--- src/rtl/complete_arbiter_pkg.sv ---
// ============================================================================
// Module : complete_arbiter_pkg
// Brief  : Shared types, widths and wrapping seq-num age compare for the
//          completion arbiter.
// Rev    : 1.0 - initial release
// ============================================================================
`default_nettype none

package complete_arbiter_pkg;

    localparam int C_DEF_SEQ_NUM_BITS  = 5;
    localparam int C_DEF_NUM_PHYS_REGS = 36;
    localparam int C_ARCH_REG_BITS     = 5;
    localparam int C_DATA_BITS         = 32;

    function automatic int preg_width(input int num_phys_regs);
        return (num_phys_regs > 1) ? $clog2(num_phys_regs) : 1;
    endfunction

    localparam int C_DEF_PW = preg_width(C_DEF_NUM_PHYS_REGS);

    typedef struct packed {
        logic [C_DEF_SEQ_NUM_BITS-1:0] seq_num;
        logic [C_ARCH_REG_BITS-1:0]    waddr;
        logic [C_DEF_PW-1:0]           preg;
        logic [C_DATA_BITS-1:0]        wdata;
        logic                          wen;
    } completion_t;

    // True when a is strictly older than b in a wrapping space of 'bits' bits
    // (bits < 32): b is 1 .. 2^(bits-1)-1 steps ahead of a.
    function automatic logic seq_is_older(input logic [31:0] a,
                                          input logic [31:0] b,
                                          input int          bits);
        logic [31:0] mask;
        logic [31:0] half;
        logic [31:0] diff;
        mask = (32'd1 << bits) - 32'd1;
        half = 32'd1 << (bits - 1);
        diff = (b - a) & mask;
        return (diff != 32'd0) && (diff < half);
    endfunction

endpackage

`default_nettype wire

--- src/rtl/complete_arbiter_rr_arbiter.sv ---
// ============================================================================
// Module : complete_arbiter_rr_arbiter
// Brief  : Round-robin one-hot arbiter; owns the rotating priority pointer.
// Rev    : 1.0 - initial release
// ============================================================================
`default_nettype none

module complete_arbiter_rr_arbiter #(
    parameter int P_NUM_REQS = 3
) (
    input  logic                  clk,
    input  logic                  rst,
    input  logic                  i_en,
    input  logic [P_NUM_REQS-1:0] i_eligible,
    output logic [P_NUM_REQS-1:0] o_grant
);

    localparam int C_PTR_W = (P_NUM_REQS > 1) ? $clog2(P_NUM_REQS) : 1;

    logic [C_PTR_W-1:0]    r_ptr_q;
    logic [C_PTR_W-1:0]    w_ptr_d;
    logic [P_NUM_REQS-1:0] w_grant;
    logic                  w_found;
    int                    w_idx;
    int                    w_nxt;

    // Scan from the pointer upward, wrapping; the first eligible requester wins.
    always_comb begin
        w_grant = '0;
        w_ptr_d = r_ptr_q;
        w_found = 1'b0;
        w_idx   = 0;
        w_nxt   = 0;
        if (i_en) begin
            for (int k = 0; k < P_NUM_REQS; k++) begin
                w_idx = int'(r_ptr_q) + k;
                if (w_idx >= P_NUM_REQS) begin
                    w_idx = w_idx - P_NUM_REQS;
                end
                if (!w_found && i_eligible[w_idx[C_PTR_W-1:0]]) begin
                    w_found                      = 1'b1;
                    w_grant[w_idx[C_PTR_W-1:0]] = 1'b1;
                    w_nxt                        = (w_idx == P_NUM_REQS - 1) ? 0 : w_idx + 1;
                    w_ptr_d                      = w_nxt[C_PTR_W-1:0];
                end
            end
        end
    end

    always_ff @(posedge clk) begin
        if (rst) begin
            r_ptr_q <= '0;
        end else begin
            r_ptr_q <= w_ptr_d;
        end
    end

    assign o_grant = w_grant;

endmodule

`default_nettype wire

--- src/rtl/complete_arbiter.sv ---
// ============================================================================
// Module : complete_arbiter
// Brief  : Round-robin arbitration of execute-pipe completions onto the single
//          registered CompleteNotif bus, filtering squashed requests.
// Rev    : 1.0 - initial release
// ============================================================================
`default_nettype none

module complete_arbiter
    import complete_arbiter_pkg::*;
#(
    parameter int P_NUM_PIPES     = 3,
    parameter int P_SEQ_NUM_BITS  = C_DEF_SEQ_NUM_BITS,
    parameter int P_NUM_PHYS_REGS = C_DEF_NUM_PHYS_REGS,
    localparam int C_PW           = preg_width(P_NUM_PHYS_REGS)
) (
    input  logic                                          clk,
    input  logic                                          rst,
    input  logic [P_NUM_PIPES-1:0]                        req_val,
    output logic [P_NUM_PIPES-1:0]                        req_rdy,
    input  logic [P_NUM_PIPES-1:0][P_SEQ_NUM_BITS-1:0]    req_seq_num,
    input  logic [P_NUM_PIPES-1:0][C_ARCH_REG_BITS-1:0]   req_waddr,
    input  logic [P_NUM_PIPES-1:0][C_PW-1:0]              req_preg,
    input  logic [P_NUM_PIPES-1:0][C_DATA_BITS-1:0]       req_wdata,
    input  logic [P_NUM_PIPES-1:0]                        req_wen,
    input  logic                                          squash_val,
    input  logic [P_SEQ_NUM_BITS-1:0]                     squash_seq_num,
    output logic                                          complete_val,
    output logic [P_SEQ_NUM_BITS-1:0]                     complete_seq_num,
    output logic [C_ARCH_REG_BITS-1:0]                    complete_waddr,
    output logic [C_PW-1:0]                               complete_preg,
    output logic [C_DATA_BITS-1:0]                        complete_wdata,
    output logic                                          complete_wen
);

    logic [P_NUM_PIPES-1:0]     w_eligible;
    logic [P_NUM_PIPES-1:0]     w_grant;
    logic                       w_complete_val_d;
    logic [P_SEQ_NUM_BITS-1:0]  w_complete_seq_d;
    logic [C_ARCH_REG_BITS-1:0] w_complete_waddr_d;
    logic [C_PW-1:0]            w_complete_preg_d;
    logic [C_DATA_BITS-1:0]     w_complete_wdata_d;
    logic                       w_complete_wen_d;
    logic                       r_complete_val_q;
    logic [P_SEQ_NUM_BITS-1:0]  r_complete_seq_q;
    logic [C_ARCH_REG_BITS-1:0] r_complete_waddr_q;
    logic [C_PW-1:0]            r_complete_preg_q;
    logic [C_DATA_BITS-1:0]     r_complete_wdata_q;
    logic                       r_complete_wen_q;

    // A request is killed only if the squasher is strictly older; equal survives.
    for (genvar gi = 0; gi < P_NUM_PIPES; gi++) begin : g_elig
        assign w_eligible[gi] = req_val[gi] &
            ~(squash_val & seq_is_older(32'(squash_seq_num), 32'(req_seq_num[gi]),
                                        P_SEQ_NUM_BITS));
    end

    complete_arbiter_rr_arbiter #(
        .P_NUM_REQS (P_NUM_PIPES)
    ) u_rr_arbiter (
        .clk        (clk),
        .rst        (rst),
        .i_en       (~rst),
        .i_eligible (w_eligible),
        .o_grant    (w_grant)
    );

    assign req_rdy = w_grant;

    always_comb begin
        w_complete_val_d   = |w_grant;
        w_complete_seq_d   = '0;
        w_complete_waddr_d = '0;
        w_complete_preg_d  = '0;
        w_complete_wdata_d = '0;
        w_complete_wen_d   = 1'b0;
        for (int i = 0; i < P_NUM_PIPES; i++) begin
            if (w_grant[i]) begin
                w_complete_seq_d   = req_seq_num[i];
                w_complete_waddr_d = req_waddr[i];
                w_complete_preg_d  = req_preg[i];
                w_complete_wdata_d = req_wdata[i];
                w_complete_wen_d   = req_wen[i];
            end
        end
    end

    always_ff @(posedge clk) begin
        if (rst) begin
            r_complete_val_q <= 1'b0;
        end else begin
            r_complete_val_q <= w_complete_val_d;
        end
    end

    // Payload is don't-care while the valid bit is low, so it carries no reset.
    always_ff @(posedge clk) begin
        r_complete_seq_q   <= w_complete_seq_d;
        r_complete_waddr_q <= w_complete_waddr_d;
        r_complete_preg_q  <= w_complete_preg_d;
        r_complete_wdata_q <= w_complete_wdata_d;
        r_complete_wen_q   <= w_complete_wen_d;
    end

    assign complete_val     = r_complete_val_q;
    assign complete_seq_num = r_complete_seq_q;
    assign complete_waddr   = r_complete_waddr_q;
    assign complete_preg    = r_complete_preg_q;
    assign complete_wdata   = r_complete_wdata_q;
    assign complete_wen     = r_complete_wen_q;

`ifndef SYNTHESIS
    // A live request left waiting must hold its payload until granted or dropped.
    for (genvar gi = 0; gi < P_NUM_PIPES; gi++) begin : g_stable_chk
        a_req_stable : assert property (@(posedge clk) disable iff (rst)
            ($past(w_eligible[gi] & ~req_rdy[gi]) && req_val[gi]) |->
            ($stable(req_seq_num[gi]) && $stable(req_waddr[gi]) &&
             $stable(req_preg[gi]) && $stable(req_wdata[gi]) && $stable(req_wen[gi])));
    end
`endif

endmodule

`default_nettype wire

--- config.mk ---
export PLATFORM = sky130hd
export DESIGN_NAME = complete_arbiter
export DESIGN_NICKNAME = d
export VERILOG_FILES = /design/src/rtl/complete_arbiter_pkg.sv /design/src/rtl/complete_arbiter_rr_arbiter.sv /design/src/rtl/complete_arbiter.sv
export SDC_FILE = /design/constraint.sdc
export NUM_CORES = 1
export LEC_CHECK = 0
export CAP_MARGIN = 30
export CORE_UTILIZATION = 46
export DETAILED_ROUTE_END_ITERATION = 10
export GPL_TIMING_DRIVEN = 0
export PLACE_DENSITY_LB_ADDON = 0.15
export RECOVER_POWER = 100
export SYNTH_ARGS = -nofsm -noshare
export SYNTH_HDL_FRONTEND = slang
export SYNTH_SLANG_ARGS = --single-unit
--- constraint.sdc ---
create_clock -name clk -period 11.88 [get_ports clk]
set_input_delay 2.97 -clock clk [delete_from_list [all_inputs] [get_ports clk]]
set_output_delay 2.97 -clock clk [all_outputs]
set_load 0.01 [all_outputs]
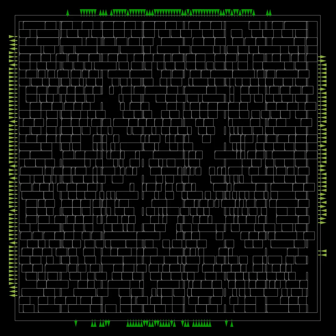
*Placed standard cells, run 1*
flip-flops: 52
flop share of the area: 14.9%
final core area utilization: 71.3%
post-route non-filler standard cell count: 900

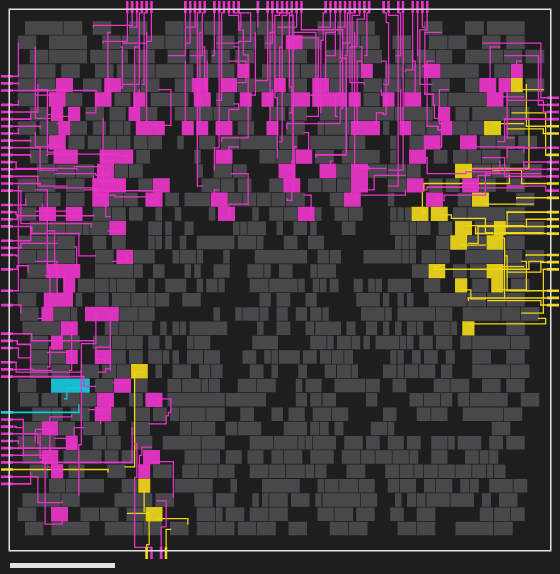
*Port wiring, run 1*
The bar under the picture is 20 µm long.
| port | color | bits | direction | edge | end cells | buffers | wire |
|---|---|---|---|---|---|---|---|
| `req_preg` | yellow | 18 | input | 15 east, 2 south, 1 west | 18 | 18 | 422 µm |
| `req_wdata` | magenta | 96 | input | 44 north, 41 west, 9 east, 2 south | 96 | 96 | 2210 µm |
| `complete_wen` | cyan | 1 | output | west | 1 | 1 | 21.2 µm |

==> ci_impl_report.md, run 1 <==
### Metrics collected by this job

| Metric | Value |
|---|---|
| DRC violations left | 0 |
| FF-to-FF setup slack | between 8 and 9 ns |
| Global-route wire length before repair | 26200 µm |
| Switching Share | roughly 43% |
| Max Clk Rate | between 0.09 and 0.1 GHz |
| Final setup vio count | 0 |
| Number of cell rows | 36 |
| Global route overflow | 0 |
| Worst Hold Endpoint | u_rr_arbiter.r_ptr_q[0] |
| P_seq | approximately 0.00025 W |
| RR Endpoint | complete_wdata[30] |
| Critical path's largest stage delay | just under 0.8 ns |
| Worst setup SP type | primary input |
| CTS Buf Count | 5 |
| Status | complete, no violations |
| Post-Synthesis Net Count | around 720 |
| Clock sink total | approximately 52 |
| Detailed-route wire length per cell | 19.4 µm |
| WP data required | about 8.9 ns |
| Largest family of logic cells by area | AND-OR/OR-AND gates |
| Async set-reset flop share out of synthesis | 0% |
| Die area | ~11000 µm² |
| Leading area contributor after synthesis | dfxtp_1 |
| Post-synth EDFFs | 0 |
| Drt initial violations | 344 |
| CP delay by family, top | AND-OR/OR-AND gates |
| Pwr/cell area | around 150 nW/µm² |
| Pint | a little over 0.0006 W |
| Clock share of power | 12.2% |
| Comb power | about 0.0007 W |
| Synthesized area | 4660 µm² |
| Post CTS Setup Buffer Count | 0 |
| Largest net degree at the start of global routing | 17 |
| Post-synth regs | 52 |
| R2r startpoint | u_rr_arbiter.r_ptr_q[1] |
| Top area contributor share | between 20% and 30% |
| Initial antenna violation count | 0 |
| Comb power frac | roughly two thirds |
| Power Total | around 0.0011 W |
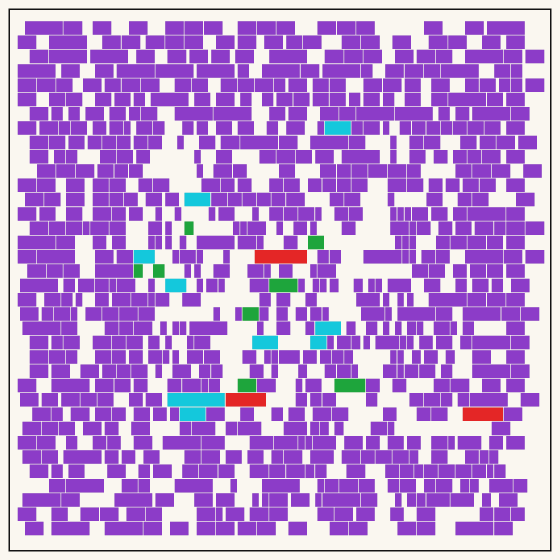
*Cells by drive strength, run 1*
| size | color | cells |
|---|---|---|
| x1 and smaller | purple | 747 |
| x2 | green | 8 |
| x6 and larger | cyan | 9 |
| x3 and x4 | red | 3 |

## run 1: layout make-up
class	instances	area (µm²)	area share (%)
flip-flops and latches	52	1040	14.9
repair buffers	209	2090	29.9
multi-input cells	414	3260	46.5
plain buffers	72	288	4.11
clock buffers	6	72.6	1.04
clock inverters	2	38.8	0.554
inverters	12	45.0	0.643
well taps	133	166	2.38
## run 1: layer usage
layer / wire length [µm] / GRT usage, %
met5: 0 / 0
met4: 462 / 12.0
met3: 1500 / 7.19
met2: 8390 / 56.0
met1: 7090 / 39.0
## run 1: placed cells by master, fill, tap and decap left out, drive strengths merged, types with 5 or more instances in the layout
cell,n
clkdlybuf4s50,156
clkbuf,74
dlygate4sd3,53
dfxtp,52
a211oi,51
nand4b,49
o31a,48
o21a,48
or3,48
and3b,47
ha,16
inv,13
nor2,11
a21oi,10
o211ai,8
o21ai,8
nand2,7
nor2b,6
nand3,5
a31oi,5
## run 1: metrics by stage
step / setup slack [ns] / utilization, % / hold WS [ns] / std cells / area [µm²]
3_3_place_gp: 1.93 / 70.5 / 0.493 / 892 / 6920
5_1_grt: 1.09 / 71.3 / 0.546 / 900 / 7000
6_report: 1.26 / 71.3 / 0.532 / 900 / 7000
2_1_floorplan: 3.46 / - / 0.470 / 550 / 4660
4_1_cts: 1.88 / 71.6 / 0.523 / 900 / 7030
3_5_place_dp: 1.90 / 70.5 / 0.504 / 892 / 6920
## run 1: worst max path at each step
stage / endpoint / slack [ns] / depth (start not counted)
detailed placement: req_rdy[0] / 1.90 / 14
floorplan: req_rdy[1] / 3.46 / 12
global route: req_rdy[0] / 1.09 / 14
global placement: req_rdy[0] / 1.93 / 14
CTS: req_rdy[0] / 1.88 / 14
finish: req_rdy[0] / 1.26 / 14
## Run 2: what changed since run 1
- ABC_CLOCK_PERIOD_IN_PS: default -> 11880
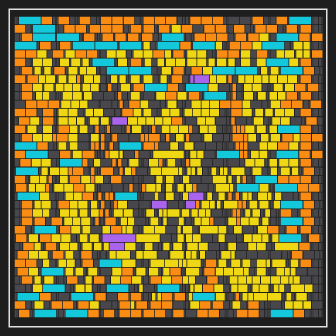
*Cells colored by class, run 2*
Fill, decap, tap and diode cells in gray.
| class | color | cells | share of their area |
|---|---|---|---|
| clock drivers and dummy loads | purple | 8 | 1.6% |
| registers | cyan | 52 | 15% |
| remaining logic cells | yellow | 426 | 48% |
| remaining buffers and delay cells | orange | 281 | 35% |
number of cell rows: 36
Final Instance Area: 7000 µm²
core area: 9820 µm²

==> ci_impl_report.md, run 2 <==
### Metrics collected by this job

| Metric | Value |
|---|---|
| Status | complete, no violations |
| Post-synth regs | 52 |
| Via density | 6.13 |
| Post-DP Area | 6920 µm² |
| Largest net degree at the start of global routing | 17 |
| Post-route non-filler standard cell count | around 900 |
| Power Total | roughly 0.0011 W |
| CP delay by family, top | AND-OR/OR-AND gates |
| DRC violations left | 0 |
| CTS Buf Count | 5 |
| Met2 Track Usage GR | between 50% and 60% |
| Setup slack after layout | 1.26 ns |
| Post-Synthesis Net Count | 724 |
| Logic area | 3260 µm² |
| Async set-reset flop share out of synthesis | 0% |
| Post CTS Setup Buffer Count | 0 |
| Clock sink total | approximately 52 |
| Leading area contributor after synthesis | dfxtp_1 |
| Reg area | 1040 µm² |
| Pwr/cell area | approximately 150 nW/µm² |
| Die area | approximately 11000 µm² |
| WP data required | between 8 and 9 ns |
| Routed Wire Length | 17500 µm |
| Global-route wire length before repair | 26200 µm |
| Yosys top cell by instances | clkbuf_1 |
| Pint | 0.000611 W |
| Post-synth EDFFs | 0 |
| Final setup vio count | 0 |
| Drt initial violations | about 340 |
| Placed cells | roughly 900 |
| GRT Max-Usage Layer | met2 |
| Hold Slack | ~0.53 ns |
| Final core area utilization | 71.3% |
| Global route overflow | 0 |
| Detailed-route wire length per cell | 19.4 µm |
| DP Worst Slack | 1.90 ns |
| Worst setup SP type | primary input |
| GRT met3 Usage | about 7% |
| Seq/Total Area, Yosys | ~22% |
| Max reg flops | 32 |
| Dominant logic cell type in the layout | clkdlybuf4s50_1 |
| GP Congestion | ~0.86 |
| Synthesized area | 4660 µm² |
| Switching Share | a little over two fifths |
| Most common logic cells in the final layout | 156 x clkdlybuf4s50_1, 69 x clkbuf_1, 53 x dlygate4sd3_1 |
| Critical path's largest stage delay | roughly 0.78 ns |
| Comb power frac | around 65% |
| Met1 global-route usage | between 30% and 40% |
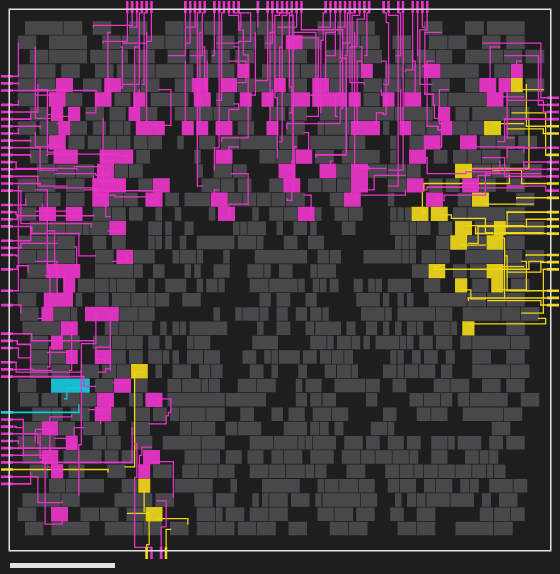
*Port wiring, run 2*
The bar under the picture is 20 µm long.
| port | color | bits | direction | edge | end cells | buffers | wire |
|---|---|---|---|---|---|---|---|
| `complete_wen` | cyan | 1 | output | west | 1 | 1 | 21.2 µm |
| `req_wdata` | magenta | 96 | input | 44 north, 41 west, 9 east, 2 south | 96 | 96 | 2210 µm |
| `req_preg` | yellow | 18 | input | 15 east, 2 south, 1 west | 18 | 18 | 422 µm |

run 2: cell counts in the layout (fill, tap and decap cells not counted):
No cell type changed its count.
run 2: area by class of cell:
cell class                 instances  area share, %
timing repair buffer             209           29.9
tap                              133           2.38
inverter                          12          0.643
clock buffer                       6           1.04
multi-input combinational        414           46.5
clock inverter                     2          0.554
sequential                        52           14.9
buffer                            72           4.11
run 2: kinds of logic after synthesis:
group,after synthesis,synth area share [%]
xor gates and xnor gates,7,1.31
DFF,52,22.3
buffers and inverters,84,7.38
AOI/OAI and AO/OA,199,34.4
and+or+nand+nor,192,30.3
adders and majority gates,16,4.29
run 2: metal layers:
metal  wire length, µm  up-vias
met1              7090     2630
li1                  -     2579
met3              1500       31
met4               462        0
met5                 0        -
met2              8390      280
run 2: worst paths after layout:
kind                            from                      end  slack, ns  cells after the start
max                squash_seq_num[1]               req_rdy[0]       1.26                     14
min reg2reg  u_rr_arbiter.r_ptr_q[0]  u_rr_arbiter.r_ptr_q[0]       0.53                      2
max reg2reg  u_rr_arbiter.r_ptr_q[1]       complete_wdata[30]       8.29                     12
min          u_rr_arbiter.r_ptr_q[0]  u_rr_arbiter.r_ptr_q[0]       0.53                      2
run 2: worst reg2reg max path, stage by stage, from the launching register on:
cell      delay [ns]
dfxtp_1         0.37
inv_1           0.10
ha_1            0.14
clkbuf_1        0.45
inv_1           0.19
nor4_1          0.38
and3_1          0.20
clkbuf_1        0.33
a211o_1         0.23
clkbuf_1        0.37
clkbuf_1        0.42
and3b_1         0.24
o31a_1          0.13
run 2: power by group through the flow:
stage                     Sequential, W  Combinational [W]  Clock [W]
after floorplan                0.000281           0.000398          0
after global placement         0.000255           0.000691          0
after detailed placement       0.000256           0.000709          0
after CTS                      0.000252           0.000713   0.000134
after global routing           0.000253           0.000752   0.000139
final                          0.000249           0.000699   0.000132
## Run 3: what changed since run 2
- CTS_CLUSTER_DIAMETER: default -> 30
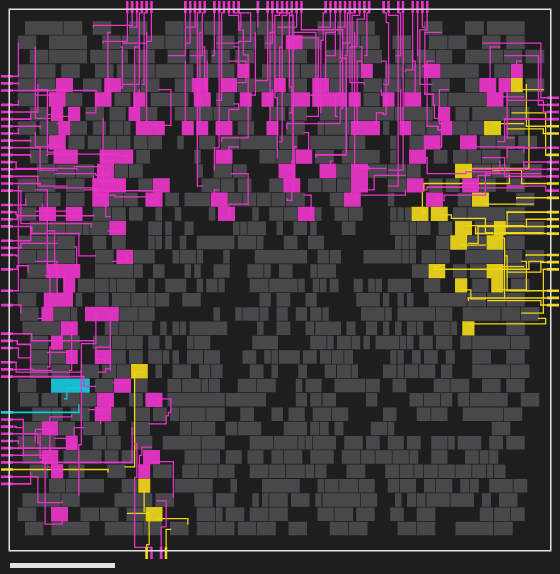
*Port wiring, run 3*
The bar under the picture is 20 µm long.
| port | color | bits | direction | edge | end cells | buffers | wire |
|---|---|---|---|---|---|---|---|
| `req_preg` | yellow | 18 | input | 15 east, 2 south, 1 west | 18 | 18 | 422 µm |
| `req_wdata` | magenta | 96 | input | 44 north, 41 west, 9 east, 2 south | 96 | 96 | 2210 µm |
| `complete_wen` | cyan | 1 | output | west | 1 | 1 | 21.2 µm |

==> ci_impl_report.md, run 3 <==
### Metrics collected by this job

| Metric | Value |
|---|---|
| Pwr/cell area | between 150 and 200 nW/µm² |
| Hold Slack | approximately 0.53 ns |
| Metal-1 WL | 7090 µm |
| Post-Synthesis Net Count | 724 |
| Crit. Startpoint | squash_seq_num[1] |
| FF-to-FF setup slack | roughly 8.3 ns |
| Global route overflow | 0 |
| Max reg flops | 32 |
| Status | complete, no violations |
| Detailed-route wire length per cell | a little under 20 µm |
| Highest Signal Layer | met4 |
| Worst Hold Endpoint | u_rr_arbiter.r_ptr_q[0] |
| Routed Wire Length | about 17000 µm |
| Largest net degree at the start of global routing | 17 |
| Die area | approximately 11000 µm² |
| Leading area contributor after synthesis | dfxtp_1 |
| Initial antenna violation count | 0 |
| Yosys top cell by instances | clkbuf_1 |
| Clock sink total | ~52 |
| Number of cell rows | 36 |
| Dominant logic cell type in the layout | clkdlybuf4s50_1 |
| Power Total | roughly 0.0011 W |
| Core area | approximately 9800 µm² |
| DR WL met3 | ~1500 µm |
| Hold wc startpoint | u_rr_arbiter.r_ptr_q[0] |
| DP Worst Slack | approximately 1.9 ns |
| Hold Path Cell Cnt | 2 |
| Worst r2r path cells | 12 |
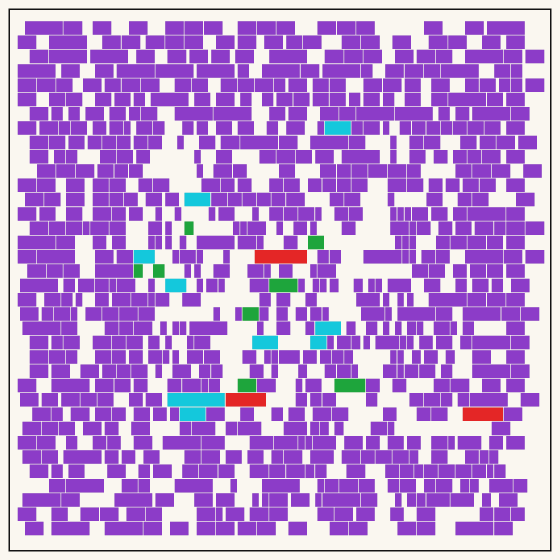
*Cells by drive strength, run 3*
| size | color | cells |
|---|---|---|
| x1 and smaller | purple | 747 |
| x3 and x4 | red | 3 |
| x6 and larger | cyan | 9 |
| x2 | green | 8 |

run 3: area by class of cell:
type	count	area, µm²	share of cell area [%]
Sequential cell	52	1040	14.9
Tap cell	133	166	2.38
Clock inverter	2	38.8	0.554
Timing Repair Buffer	209	2090	29.9
Inverter	12	45.0	0.643
Buffer	72	288	4.11
Multi-Input combinational cell	414	3260	46.5
Clock buffer	6	72.6	1.04
run 3: where the power goes:
group	switching, W	internal [W]
registers	0.0000156	0.000233
clock network	0.0000679	0.0000639
logic	0.000385	0.000314
total	0.000469	0.000611
run 3: routing by layer:
metal	global-route usage [%]	up-vias
met5	0	-
met4	12.0	0
met3	7.19	31
met2	56.0	280
met1	39.0	2630
li1	-	2579
run 3: how the worst max path moves through the flow:
stage	cells after the start	to	slack [ns]
CTS	14	req_rdy[0]	1.88
floorplan	12	req_rdy[1]	3.46
detailed placement	14	req_rdy[0]	1.90
global route	14	req_rdy[0]	1.09
finish	14	req_rdy[0]	1.26
global placement	14	req_rdy[0]	1.93
run 3: cells by family after synthesis:
kind of cell             Yosys count  synth area share [%]
flip-flops                        52                  22.3
XOR/XNOR                           7                  1.31
adder cells (fa/ha/maj)           16                  4.29
AND/OR/NAND/NOR                  192                  30.3
AND-OR/OR-AND                    199                  34.4
buffers and inverters             84                  7.38
run 3: critical path, stage by stage:
cell and delay (ns):
dlygate4sd3_1 0.53, inv_1 0.16, ha_1 0.28, nor2b_1 0.16, o211a_1 0.25, o311ai_0 0.58, o211ai_4 0.24, a21oi_1 0.27
a31oi_1 0.11, o31ai_1 0.78, clkbuf_1 0.43, nor2_1 0.14, nor2_1 0.12, dlygate4sd3_1 0.61
Power is estimated from default activity; no workload was simulated.
